File: src/rtl/tx_frame_sequencer.sv
// Frame sequencer between byte source and packer: preamble, sync, length,
// payload, XOR checksum, then idle gap.
// Ports: i_clk, i_reset (async high), i_start/i_payload_len (frame request),
//   o_busy/o_done (status), i_data/i_valid_input/o_ready (source side),
//   o_data/o_valid/i_ready_output (packer side, registered stream).
module tx_frame_sequencer #(
  parameter int              DATA_W        = 8,
  parameter int              LEN_W         = 12,
  parameter int              PREAMBLE_LEN  = 4,
  parameter logic [7:0]      PREAMBLE_BYTE = 8'h55,
  parameter logic [31:0]     SYNC_WORD     = 32'h1ACFFC1D,
  parameter int              GAP_LEN       = 16
) (
  input  logic              i_clk,
  input  logic              i_reset,
  input  logic              i_start,
  input  logic [LEN_W-1:0]  i_payload_len,
  output logic              o_busy,
  output logic              o_done,
  input  logic [DATA_W-1:0] i_data,
  input  logic              i_valid_input,
  output logic              o_ready,
  output logic [DATA_W-1:0] o_data,
  output logic              o_valid,
  input  logic              i_ready_output
);

  typedef enum logic [2:0] {
    S_IDLE,
    S_PRE,
    S_SYNC,
    S_LEN,
    S_PAY,
    S_CSUM,
    S_GAP
  } state_t;

  localparam logic [15:0] PRE_LAST = 16'(PREAMBLE_LEN - 1);
  localparam logic [15:0] GAP_LAST = 16'(GAP_LEN - 1);

  state_t              state;
  logic [15:0]         cnt;
  logic [15:0]         len;
  logic [15:0]         remaining;
  logic [DATA_W-1:0]   csum;
  logic                load;
  logic                accept;
  logic [7:0]          sync_byte;
  logic [7:0]          len_byte;

  // Output register may take a new byte when empty or draining this cycle.
  assign load   = !o_valid || i_ready_output;
  assign o_ready = (state == S_PAY) && load && (remaining != 16'd0);
  assign accept = o_ready && i_valid_input;
  assign o_busy = (state != S_IDLE);
  // Last gap cycle; still a busy cycle, IDLE follows.
  assign o_done = (state == S_GAP) && !o_valid && (cnt == GAP_LAST);

  always_comb begin
    sync_byte = SYNC_WORD[31:24];
    unique case (cnt[1:0])
      2'd0: sync_byte = SYNC_WORD[31:24];
      2'd1: sync_byte = SYNC_WORD[23:16];
      2'd2: sync_byte = SYNC_WORD[15:8];
      2'd3: sync_byte = SYNC_WORD[7:0];
    endcase
  end

  assign len_byte = cnt[0] ? len[7:0] : len[15:8];

  always_ff @(posedge i_clk or posedge i_reset) begin
    if (i_reset) begin
      state     <= S_IDLE;
      cnt       <= '0;
      len       <= '0;
      remaining <= '0;
      csum      <= '0;
      o_data    <= '0;
      o_valid   <= 1'b0;
    end else begin
      case (state)
        S_IDLE: begin
          if (i_start) begin
            len       <= 16'(i_payload_len);
            remaining <= 16'(i_payload_len);
            csum      <= '0;
            cnt       <= '0;
            state     <= S_PRE;
          end
        end
        S_PRE: begin
          if (load) begin
            o_data  <= PREAMBLE_BYTE;
            o_valid <= 1'b1;
            if (cnt == PRE_LAST) begin
              cnt   <= '0;
              state <= S_SYNC;
            end else begin
              cnt <= cnt + 16'd1;
            end
          end
        end
        S_SYNC: begin
          if (load) begin
            o_data  <= sync_byte;
            o_valid <= 1'b1;
            if (cnt == 16'd3) begin
              cnt   <= '0;
              state <= S_LEN;
            end else begin
              cnt <= cnt + 16'd1;
            end
          end
        end
        S_LEN: begin
          if (load) begin
            o_data  <= len_byte;
            o_valid <= 1'b1;
            if (cnt == 16'd1) begin
              cnt   <= '0;
              state <= (len != 16'd0) ? S_PAY : S_CSUM;
            end else begin
              cnt <= cnt + 16'd1;
            end
          end
        end
        S_PAY: begin
          if (accept) begin
            o_data    <= i_data;
            o_valid   <= 1'b1;
            csum      <= csum ^ i_data;
            remaining <= remaining - 16'd1;
            if (remaining == 16'd1) begin
              state <= S_CSUM;
            end
          end else if (load) begin
            // Source stalled: let the current byte drain, no filler.
            o_valid <= 1'b0;
          end
        end
        S_CSUM: begin
          if (load) begin
            o_data  <= csum;
            o_valid <= 1'b1;
            state   <= S_GAP;
          end
        end
        S_GAP: begin
          if (o_valid) begin
            if (i_ready_output) begin
              o_valid <= 1'b0;
            end
          end else if (cnt == GAP_LAST) begin
            cnt   <= '0;
            state <= S_IDLE;
          end else begin
            cnt <= cnt + 16'd1;
          end
        end
        default: begin
          state   <= S_IDLE;
          o_valid <= 1'b0;
        end
      endcase
    end
  end

endmodule

File: config.mk
export PLATFORM = sky130hd
export DESIGN_NAME = tx_frame_sequencer
export DESIGN_NICKNAME = d
export VERILOG_FILES = /design/src/rtl/tx_frame_sequencer.sv
export SDC_FILE = /design/constraint.sdc
export NUM_CORES = 1
export LEC_CHECK = 0
export CAP_MARGIN = 20
export CORE_UTILIZATION = 40
export DETAILED_ROUTE_END_ITERATION = 10
export PLACE_DENSITY = 0.66
export SLEW_MARGIN = 0
export SYNTH_ARGS = -nofsm -noshare
export SYNTH_HDL_FRONTEND = slang
export SYNTH_SLANG_ARGS = --single-unit
export TNS_END_PERCENT = 10
File: constraint.sdc
create_clock -name i_clk -period 3.4 [get_ports i_clk]
set_input_delay 1.02 -clock i_clk [delete_from_list [all_inputs] [get_ports i_clk]]
set_output_delay 1.02 -clock i_clk [all_outputs]
set_load 0.01 [all_outputs]
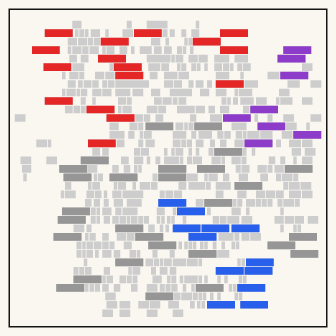
*Sequential cells grouped by signal name*
Other sequential cells in the stronger gray, the rest of the logic in the fainter gray.
`len` -> blue  # placed flops 12
`o_data` -> purple  # placed flops 8
`cnt` -> red  # placed flops 16
not colored = 28
Core Util, Final: 0.5040
register area: 1602 sq um

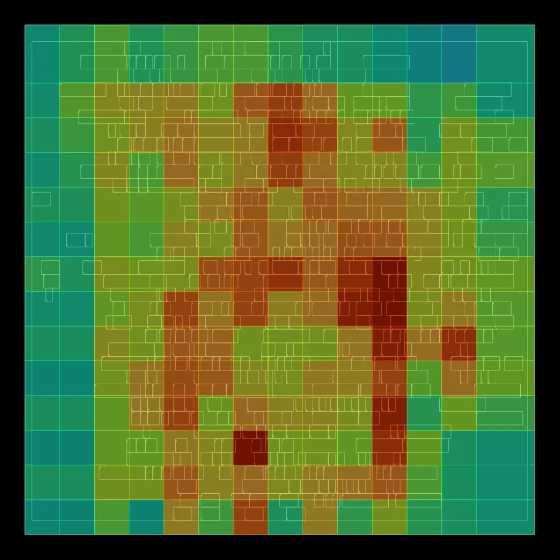
*Routing congestion*
GR peak layer: met2
GRT Util Overall: 0.2105
GR Util met2: 0.3339

==> results.yml <==
# synthesis and place-and-route metrics
status:
  outcome: "completed"
worst_setup_path:
  cp.depth: 4
  crit_buf_inv: 1
  setup.worst_path.end: "o_done"
  path_cells: "or4_4, or4_4, nor4_4, buf_2"
  cp.required_ns: 2.38
  cp_slowest_stage_delay_ns: 0.57
  critPathLaunch: "cnt[9]"
  end_kind: "primary output"
  worstPathMaxFanout: 3
  rrSetupSlack_ns: 0.96
  regToRegStartpoint: "remaining[0]"
  startpoint_type: "flip-flop"
  r2r_end: "o_data[4]"
floorplan:
  fp-utilization: 0.4203
  fp-row-count: 35
  dieArea_sq_um: 10250
  die_width_um: 101.2
  boundaryPins: 37
  tap_cells: 129
  fp.dieH_um: 101.2
  core_area_sq_um: 9371
sta:
  relSlewSlack: 0.4574
  setup_viol: 0
  rsz0062_at_grt: "false"
  fin_skew_ns: 0.01092
  hold_viol: 0
  fin_crit_ns: 3.268
  fin_ws_ns: 0.1317
  worst_pin_slew_ns: 0.8123
  fin_crit_sh: 0.9613
  tns_ns: 0
routing:
  drc: 0
  met1Wirelength_um: 4675
  routedWlPerCell_um: 15.82
  wl_met3_um: 406
  drtIter0Drc: 149
  wirelength_um: 9841
  top_layer: "met4"
  wl_met2_um: 4583
  drt-pass1-iter-count: 4
  vias_per_cell: 5.481
yosys:
  top_cells_by_count: "65 x nand2_1, 64 x dfrtp_1, 35 x nor2_1, 28 x a21oi_1"
  synth-edff-count: 0
  ys_warn_count: 0
  mux_share: 0.05019
  synthesis.nets: 477
  synthFlopType: "dfrtp_1"
  ys_area_sq_um: 3939
  yosys.area_share.aoi: 0.1576
  syn_inst: 443
  async_reset_ff_frac: 1.000
  top_cell_area_share: 0.4066
  xor_area_frac: 0.04447
  synth.most_common_cell: "nand2_1"
  yosysTopAreaCell: "dfrtp_1"
  ys_seq_frac: 0.4066
  syn_area_per_cell_sq_um: 8.891
  ys_ff: 64
  ys_sh_adder: 0.02859
  simple_gate_share: 0.2652
  synth_area_sq_um: 3939
  ys_cells: 443
  top_cells_by_area: "dfrtp_1 41%, nand2_1 6.2%, a21oi_1 3.6%"
  logic_family: "simple AND/OR/NAND/NOR gates"
  post_synth_num_cell_types: 64
hold_path:
  min_to: "o_data[5]"
  min_path_type: "flip-flop to flip-flop"
  hold_start: "o_data[5]"
  hold_depth: 1
layout:
  sh_seq_area: 0.3391
  logic_gates: 339
  nFillCells: 913
  comb_area_sq_um: 2171
  num_antenna_cells: 0
  ff_count: 64
  drive_above_1_share: 0.1400
  largest_cell_class: "multi-input combinational cells"
  final_cell_area_sq_um: 4723
  final_cell_mix: "65 x nand2_1, 64 x dfrtp_1, 35 x nor2_1, 34 x clkdlybuf4s50_1, 28 x a21oi_1"
  area_growth_pct: 19.92
  signal_buffers: 60
  largestRegisters: "cnt x16, remaining x16, len x12"
  n_clock_buffer: 9
  lay_top_count: "nand2_1"
  sh_comb_area: 0.4596
  finalNetCount: 522
  buf_share: 0.1131
  fin_cells: 622
power_and_ir_drop:
  power_leader: "combinational cells"
  p_leak_nw: 2.010
  p_comb_frac: 0.498
  pwr-share-seq: 0.334
  total_power_mw: 4.057
  clkPwrFrac: 0.167
  powerDensity_nw_per_um2: 858.9
  pg_comb_mw: 2.02
  powerClk_uw: 679
  switching_share: 0.4370
  p_seq_mw: 1.36
global_route:
  use_met1: 0.2879
  grt-ovfl-total: 0
  grt_pass1_vias: 3465
  use_met3: 0.03175
  grt_pass1_wl_um: 16770
  grt_antenna_before_repair: 0
  grt_max_degree: 27
cts:
  h-tree-depth: 3
  cts-root-buf: "clkbuf_8"
  cts_sinks: 64
  path_clk_slew_ns: 0.08
  clockBufferDepth: 2
  post_cts_resized: 7
  cts_tree: "built"
  cts_setup_buffers: 0
  insertion_delay_ns: 0.35
  cts_buffers: 9
placement:
  numPortBuffers: 36
  placed_cells: 606
  postPlaceCellArea_sq_um: 4508
  gp_congestion: 0.8413
  preCtsSetupSlack_ns: -0.03658
  hpwlAfterDp_um: 7155
job:
  warnings: 32
  maxCapViolCount: 0
Power is estimated from default activity; no workload was simulated.
